### config.mk
export PLATFORM = sky130hd
export DESIGN_NAME = ps2_kbd_rx_flat
export DESIGN_NICKNAME = d
export VERILOG_FILES = /design/src/rtl/ps2_kbd_rx_if.sv /design/src/rtl/ps2_kbd_rx.sv /design/src/flat_wrapper.sv
export SDC_FILE = /design/constraint.sdc
export NUM_CORES = 1
export LEC_CHECK = 0
export ABC_AREA = 1
export CELL_PAD_IN_SITES_DETAIL_PLACEMENT = 1
export CELL_PAD_IN_SITES_GLOBAL_PLACEMENT = 1
export CORE_MARGIN = 5
export CORE_UTILIZATION = 45
export DETAILED_ROUTE_END_ITERATION = 7
export DONT_BUFFER_PORTS = 1
export MAX_ROUTING_LAYER = met4
export PLACE_DENSITY = 0.83
export RECOVER_POWER = 100
export SYNTH_ARGS = -nofsm -noshare
export SYNTH_HDL_FRONTEND = slang
export SYNTH_SLANG_ARGS = --single-unit
### constraint.sdc
create_clock -name clk_sys -period 6.7 [get_ports clk_sys]
set_input_delay 0.67 -clock clk_sys [delete_from_list [all_inputs] [get_ports clk_sys]]
set_output_delay 0.67 -clock clk_sys [all_outputs]
set_load 0.02 [all_outputs]
### src/rtl/ps2_kbd_rx_if.sv
// Handshake and line bundle between the PS/2 keyboard receiver and its consumer.
// master = receiver side, slave = line driver / byte consumer side.
interface ps2_kbd_rx_if;
  logic       ps2_clk;
  logic       ps2_dat;
  logic [7:0] rx_data;
  logic       rx_valid;
  logic       rx_ready;
  logic       parity_err;
  logic       frame_err;
  logic       overflow;
  logic       busy;

  modport master (
    input  ps2_clk, ps2_dat, rx_ready,
    output rx_data, rx_valid, parity_err, frame_err, overflow, busy
  );

  modport slave (
    output ps2_clk, ps2_dat, rx_ready,
    input  rx_data, rx_valid, parity_err, frame_err, overflow, busy
  );
endinterface

### src/rtl/ps2_kbd_rx.sv
// PS/2 keyboard receiver: sync + deglitch both lines, frame start/8 data/odd parity/stop,
// and queue good bytes in a small first-word-fall-through FIFO.
//
// state    | meaning
// ---------+-----------------------------------------------------------
// S_IDLE   | waiting for a start bit (strobe with dat=0)
// S_DATA   | shifting in 8 data bits, LSB first
// S_PARITY | capturing the parity bit
// S_STOP   | checking stop bit and parity, pushing the byte on success
module ps2_kbd_rx #(
  parameter int FILTER_LEN     = 8,
  parameter int TIMEOUT_CYCLES = 50000,
  parameter int FIFO_DEPTH     = 4
) (
  input  logic         clk_sys,
  input  logic         reset,
  ps2_kbd_rx_if.master bus
);

  localparam int FCW = $clog2(FILTER_LEN + 1);
  localparam int TCW = $clog2(TIMEOUT_CYCLES + 1);
  localparam int PW  = (FIFO_DEPTH > 1) ? $clog2(FIFO_DEPTH) : 1;
  localparam int CW  = PW + 1;

  localparam logic [FCW-1:0] FCNT_INIT = FCW'(FILTER_LEN - 1);
  localparam logic [TCW-1:0] TMO_INIT  = TCW'(TIMEOUT_CYCLES - 1);

  typedef enum logic [1:0] {S_IDLE, S_DATA, S_PARITY, S_STOP} state_t;

  // Internal reset: asserts with reset, releases two clocks after it drops.
  logic rst_meta_q, rst_q;

  always_ff @(posedge clk_sys or posedge reset) begin
    if (reset) begin
      rst_meta_q <= 1'b1;
      rst_q      <= 1'b1;
    end else begin
      rst_meta_q <= 1'b0;
      rst_q      <= rst_meta_q;
    end
  end

  // Line index 0 = ps2_clk, 1 = ps2_dat.
  logic [1:0]     sync1_q, sync2_q;
  logic [1:0]     filt_q, filt_d;
  logic [FCW-1:0] fcnt_q [2];
  logic [FCW-1:0] fcnt_d [2];

  always_ff @(posedge clk_sys or posedge rst_q) begin
    if (rst_q) begin
      sync1_q   <= 2'b11;
      sync2_q   <= 2'b11;
      filt_q    <= 2'b11;
      fcnt_q[0] <= FCNT_INIT;
      fcnt_q[1] <= FCNT_INIT;
    end else begin
      sync1_q   <= {bus.ps2_dat, bus.ps2_clk};
      sync2_q   <= sync1_q;
      filt_q    <= filt_d;
      fcnt_q[0] <= fcnt_d[0];
      fcnt_q[1] <= fcnt_d[1];
    end
  end

  // Down-counter reloads whenever the synced level agrees with the filtered one.
  always_comb begin
    filt_d = filt_q;
    for (int i = 0; i < 2; i++) begin
      fcnt_d[i] = FCNT_INIT;
      if (sync2_q[i] != filt_q[i]) begin
        if (fcnt_q[i] == '0) filt_d[i] = sync2_q[i];
        else                 fcnt_d[i] = fcnt_q[i] - FCW'(1);
      end
    end
  end

  logic strobe;
  logic bit_val;

  assign strobe  = filt_q[0] & ~filt_d[0];
  assign bit_val = filt_q[1];

  state_t         state_q, state_d;
  logic [2:0]     bit_cnt_q, bit_cnt_d;
  logic [7:0]     shift_q, shift_d;
  logic           par_q, par_d;
  logic [TCW-1:0] tmo_q, tmo_d;
  logic           perr_q, perr_d;
  logic           ferr_q, ferr_d;
  logic           push;

  always_ff @(posedge clk_sys or posedge rst_q) begin
    if (rst_q) begin
      state_q   <= S_IDLE;
      bit_cnt_q <= 3'd0;
      shift_q   <= 8'h00;
      par_q     <= 1'b0;
      tmo_q     <= TMO_INIT;
      perr_q    <= 1'b0;
      ferr_q    <= 1'b0;
    end else begin
      state_q   <= state_d;
      bit_cnt_q <= bit_cnt_d;
      shift_q   <= shift_d;
      par_q     <= par_d;
      tmo_q     <= tmo_d;
      perr_q    <= perr_d;
      ferr_q    <= ferr_d;
    end
  end

  always_comb begin
    state_d   = state_q;
    bit_cnt_d = bit_cnt_q;
    shift_d   = shift_q;
    par_d     = par_q;
    tmo_d     = tmo_q;
    perr_d    = 1'b0;
    ferr_d    = 1'b0;
    push      = 1'b0;

    if (strobe) tmo_d = TMO_INIT;
    else if (state_q != S_IDLE && tmo_q != '0) tmo_d = tmo_q - TCW'(1);

    unique case (state_q)
      S_IDLE: begin
        if (strobe && !bit_val) begin
          state_d   = S_DATA;
          bit_cnt_d = 3'd0;
        end
      end
      S_DATA: begin
        if (strobe) begin
          shift_d   = {bit_val, shift_q[7:1]};
          bit_cnt_d = bit_cnt_q + 3'd1;
          if (bit_cnt_q == 3'd7) state_d = S_PARITY;
        end
      end
      S_PARITY: begin
        if (strobe) begin
          par_d   = bit_val;
          state_d = S_STOP;
        end
      end
      S_STOP: begin
        if (strobe) begin
          if (!bit_val)               ferr_d = 1'b1;
          else if (^{shift_q, par_q}) push   = 1'b1;
          else                        perr_d = 1'b1;
          state_d = S_IDLE;
        end
      end
      default: state_d = S_IDLE;
    endcase

    // Inter-edge timeout abandons the partial frame.
    if (state_q != S_IDLE && !strobe && tmo_q == '0) begin
      ferr_d  = 1'b1;
      state_d = S_IDLE;
    end
  end

  logic [7:0]    mem_q [FIFO_DEPTH];
  logic [7:0]    mem_d [FIFO_DEPTH];
  logic [PW-1:0] wr_ptr_q, wr_ptr_d;
  logic [PW-1:0] rd_ptr_q, rd_ptr_d;
  logic [CW-1:0] count_q, count_d;
  logic          ovf_q, ovf_d;
  logic          pop, full, push_ok;

  always_ff @(posedge clk_sys or posedge rst_q) begin
    if (rst_q) begin
      for (int i = 0; i < FIFO_DEPTH; i++) mem_q[i] <= 8'h00;
      wr_ptr_q <= '0;
      rd_ptr_q <= '0;
      count_q  <= '0;
      ovf_q    <= 1'b0;
    end else begin
      mem_q    <= mem_d;
      wr_ptr_q <= wr_ptr_d;
      rd_ptr_q <= rd_ptr_d;
      count_q  <= count_d;
      ovf_q    <= ovf_d;
    end
  end

  // A pop in the same cycle frees the slot, so a push into a full FIFO still lands.
  always_comb begin
    pop      = (count_q != '0) && bus.rx_ready;
    full     = (count_q == CW'(FIFO_DEPTH));
    push_ok  = push && (!full || pop);
    ovf_d    = push && full && !pop;
    mem_d    = mem_q;
    wr_ptr_d = wr_ptr_q;
    rd_ptr_d = rd_ptr_q;
    count_d  = count_q;

    if (push_ok) begin
      mem_d[wr_ptr_q] = shift_q;
      wr_ptr_d        = wr_ptr_q + PW'(1);
    end
    if (pop) rd_ptr_d = rd_ptr_q + PW'(1);

    if (push_ok && !pop)      count_d = count_q + CW'(1);
    else if (!push_ok && pop) count_d = count_q - CW'(1);
  end

  assign bus.rx_valid   = (count_q != '0);
  assign bus.rx_data    = bus.rx_valid ? mem_q[rd_ptr_q] : 8'h00;
  assign bus.parity_err = perr_q;
  assign bus.frame_err  = ferr_q;
  assign bus.overflow   = ovf_q;
  assign bus.busy       = (state_q != S_IDLE);

endmodule

### src/flat_wrapper.sv
// flat-port wrapper written by rule: the top's interface ports become plain ports
module ps2_kbd_rx_flat 
#(
  parameter int FILTER_LEN     = 8,
  parameter int TIMEOUT_CYCLES = 50000,
  parameter int FIFO_DEPTH     = 4
)
  (clk_sys, reset, bus_ps2_clk, bus_ps2_dat, bus_rx_ready, bus_rx_data, bus_rx_valid, bus_parity_err, bus_frame_err, bus_overflow, bus_busy);
  ps2_kbd_rx_if bus_i ();
  input  logic clk_sys;
  input  logic reset;
  input wire logic [$bits(bus_i.ps2_clk)-1:0] bus_ps2_clk;
  input wire logic [$bits(bus_i.ps2_dat)-1:0] bus_ps2_dat;
  input wire logic [$bits(bus_i.rx_ready)-1:0] bus_rx_ready;
  output wire logic [$bits(bus_i.rx_data)-1:0] bus_rx_data;
  output wire logic [$bits(bus_i.rx_valid)-1:0] bus_rx_valid;
  output wire logic [$bits(bus_i.parity_err)-1:0] bus_parity_err;
  output wire logic [$bits(bus_i.frame_err)-1:0] bus_frame_err;
  output wire logic [$bits(bus_i.overflow)-1:0] bus_overflow;
  output wire logic [$bits(bus_i.busy)-1:0] bus_busy;
  assign bus_i.ps2_clk = bus_ps2_clk;
  assign bus_i.ps2_dat = bus_ps2_dat;
  assign bus_i.rx_ready = bus_rx_ready;
  assign bus_rx_data = bus_i.rx_data;
  assign bus_rx_valid = bus_i.rx_valid;
  assign bus_parity_err = bus_i.parity_err;
  assign bus_frame_err = bus_i.frame_err;
  assign bus_overflow = bus_i.overflow;
  assign bus_busy = bus_i.busy;
  ps2_kbd_rx #(.FILTER_LEN(FILTER_LEN), .TIMEOUT_CYCLES(TIMEOUT_CYCLES), .FIFO_DEPTH(FIFO_DEPTH)) u_core (.clk_sys(clk_sys), .reset(reset), .bus(bus_i));
endmodule
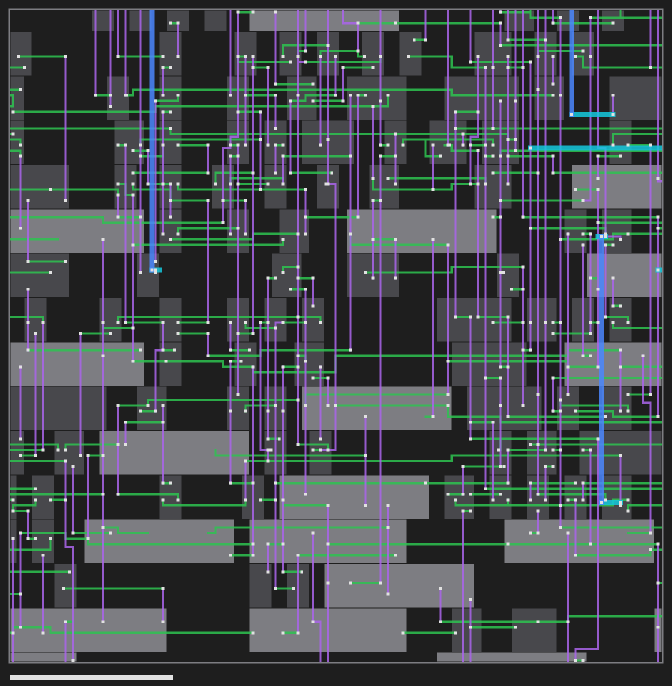
*Layout detail*
Scale bar: 10 um. Window x 35 to 75, y 13 to 53 um. Cells in grey, sequential cells in the stronger grey; small squares are vias.
- M2: purple
- M4: blue
- M1: green
- M3: cyan
- most frequent: nand2_1 (37), dfrtp_1 (12), inv_1 (10)
- sequential cells in the window: 15
- netlist names of flops here include: u_core.mem_q (4), u_core.shift_q (4), u_core.bit_cnt_q (2)
- cells with their middle in the window: 102

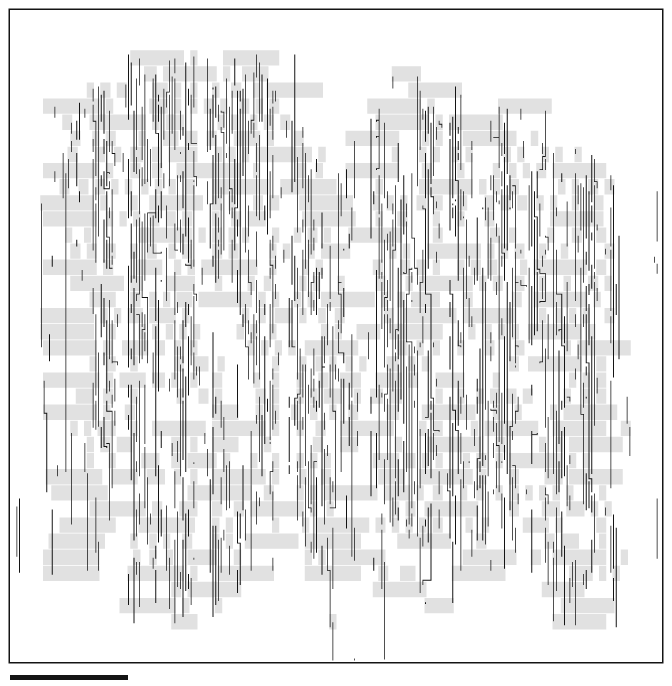
*Signal wires on met2*
Scale bar: 20 um. Cells faint in the background.
- main direction: vertical
- wire length on this layer: 5610 um
- nets with wire on the layer: 483
- share of all routed wire: 52%
- longest straight run: 54.1 um

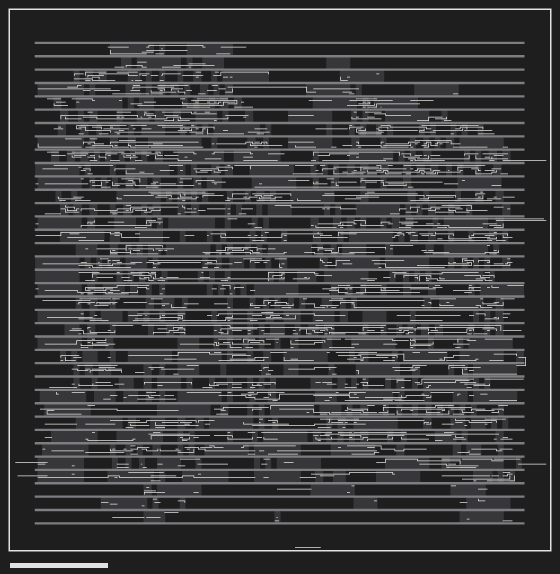
*Metal 1*
Scale bar: 20 um. Supply wires on this layer in grey. Cells faint in the background.
- nets with wire on the layer: 523
- longest straight run: 35.4 um
- share of all routed wire: 43%
- main direction: horizontal

## power by group through the flow
stage	Sequential [W]	Combinational, W	Clock, W
finish	0.000769	0.000570	0.000419
global route	0.000785	0.000652	0.000459
CTS	0.000770	0.000585	0.000433
detailed placement	0.000778	0.000571	0
global placement	0.000770	0.000539	0
floorplan	0.000728	0.000471	0
## per-stage QoR
step | hold WS, ps | area [um^2] | power (W) | utilization | setup slack, ps
2_1_floorplan | 345 | 4510 | 0.00120 | - | 4030
3_3_place_gp | 346 | 4560 | 0.00131 | 0.467 | 3380
3_5_place_dp | 353 | 4560 | 0.00135 | 0.467 | 3250
4_1_cts | 196 | 4790 | 0.00179 | 0.490 | 3230
5_1_grt | 203 | 4770 | 0.00190 | 0.488 | 2010
6_report | 214 | 4770 | 0.00176 | 0.488 | 2510
## layout make-up
class	instances	area share
sequential	88	0.468
clock buffer	13	0.0336
tap	133	0.0349
inverter	54	0.0428
clock inverter	3	0.0136
multi-input combinational	395	0.406
timing repair buffer	1	0.00157
## worst max path at each step
stage / start / to / slack (ps)
final: u_core.fcnt_q[4]$_DFF_PP1_ / u_core.count_q[2]$_DFFE_PP0P_ / 2510
after global routing: u_core.fcnt_q[4]$_DFF_PP1_ / u_core.count_q[2]$_DFFE_PP0P_ / 2010
after CTS: u_core.fcnt_q[4]$_DFF_PP1_ / u_core.count_q[2]$_DFFE_PP0P_ / 3230
after detailed placement: u_core.fcnt_q[4]$_DFF_PP1_ / u_core.count_q[2]$_DFFE_PP0P_ / 3250
after global placement: u_core.fcnt_q[4]$_DFF_PP1_ / u_core.count_q[2]$_DFFE_PP0P_ / 3380
after floorplan: u_core.fcnt_q[4]$_DFF_PP1_ / u_core.count_q[2]$_DFFE_PP0P_ / 4030
==> impl_metrics.toml <==
# yosys + openroad results
[run_status]
outcome = "complete, no violations"

[grt]
grt_max_degree = 87
gr-usage-met2 = 0.351
grt.busiest_layer = "met2"
met1_usage = 0.234

[synth]
xor_area_frac = 0.0292
ys_warn_count = 0
async_reset_ff_frac = 1.00
ys.flop_type = "dfrtp_1"
synth_area_mm2 = 0.00451
yosysCellCount = 559
ys.flops = 88
synth_top_cell_by_count = "nand2_1"
yosys.stat.seqShare = 0.495
top_area_cell = "dfrtp_1"

[power]
combinationalPowerShare = 0.324
total_leakage_power_nw = 2.37
pwr-share-clk = 0.238
ir_drop_uv = 183
seq_power_share = 0.437

[cells_and_area]
regMostFlops = "u_core.mem_q"
insertedDiodeCount = 0
syn2layout_area_growth_pct = 5.80
largest_reg_flops = 32
instances_no_fill = 687
most-common-layout-cells = "nand2_1, nor2_1, dfrtp_1"

[floorplanning]
die_h_um = 110
die_x_um = 110
coreArea_mm2 = 0.00977
boundaryPins = 18

[flow_run]
warnings = 34

[cts]
cts_tree = "done"
cts_setup_buffers = 0
insertion_delay_ps = 370
clk_pin_slew_ps = 80
clockBufferDepth = 2

[timing]
report.final.slew_viol_count = 0
worst_slew_pin_slew_ps = 1060
fin_crit_sh = 0.626
fmax_mhz = 238
slew_headroom = 0.291
rsz0062_at_grt = "no"

[placed_design]
placed_cells = 671
io_buffers = 0

[drt]
drt_wl_total_um = 10900
drt-initial-drc-count = 140
vias_per_cell = 5.28
wl_per_cell_um = 15.8
route.met3.wl_um = 358

[setup_path]
critPathBufInv = 2
regToRegEndpoint = "u_core.count_q[2]$_DFFE_PP0P_"
cp-start-kind = "flip-flop"
reg2reg_from = "u_core.fcnt_q[4]$_DFF_PP1_"
cp_max_fo = 35
cp_top_family = "simple AND/OR/NAND/NOR gates"
reg2reg_setup_slack_ps = 2510
endpoint_kind = "flip-flop"
path_class = "flip-flop to flip-flop"
cp_cell_sequence = "inv_1, ha_1, nor3b_1, nand2_1, nor3_1, nand3_2, nor2_4, ha_1, inv_1, fa_1, a21oi_1, o21ai_0, xor2_1"

[hold_path]
hold_path.class = "input pin to asynchronous set/reset pin"
Power figures rest on the tool's default switching activity, not on a simulated workload.
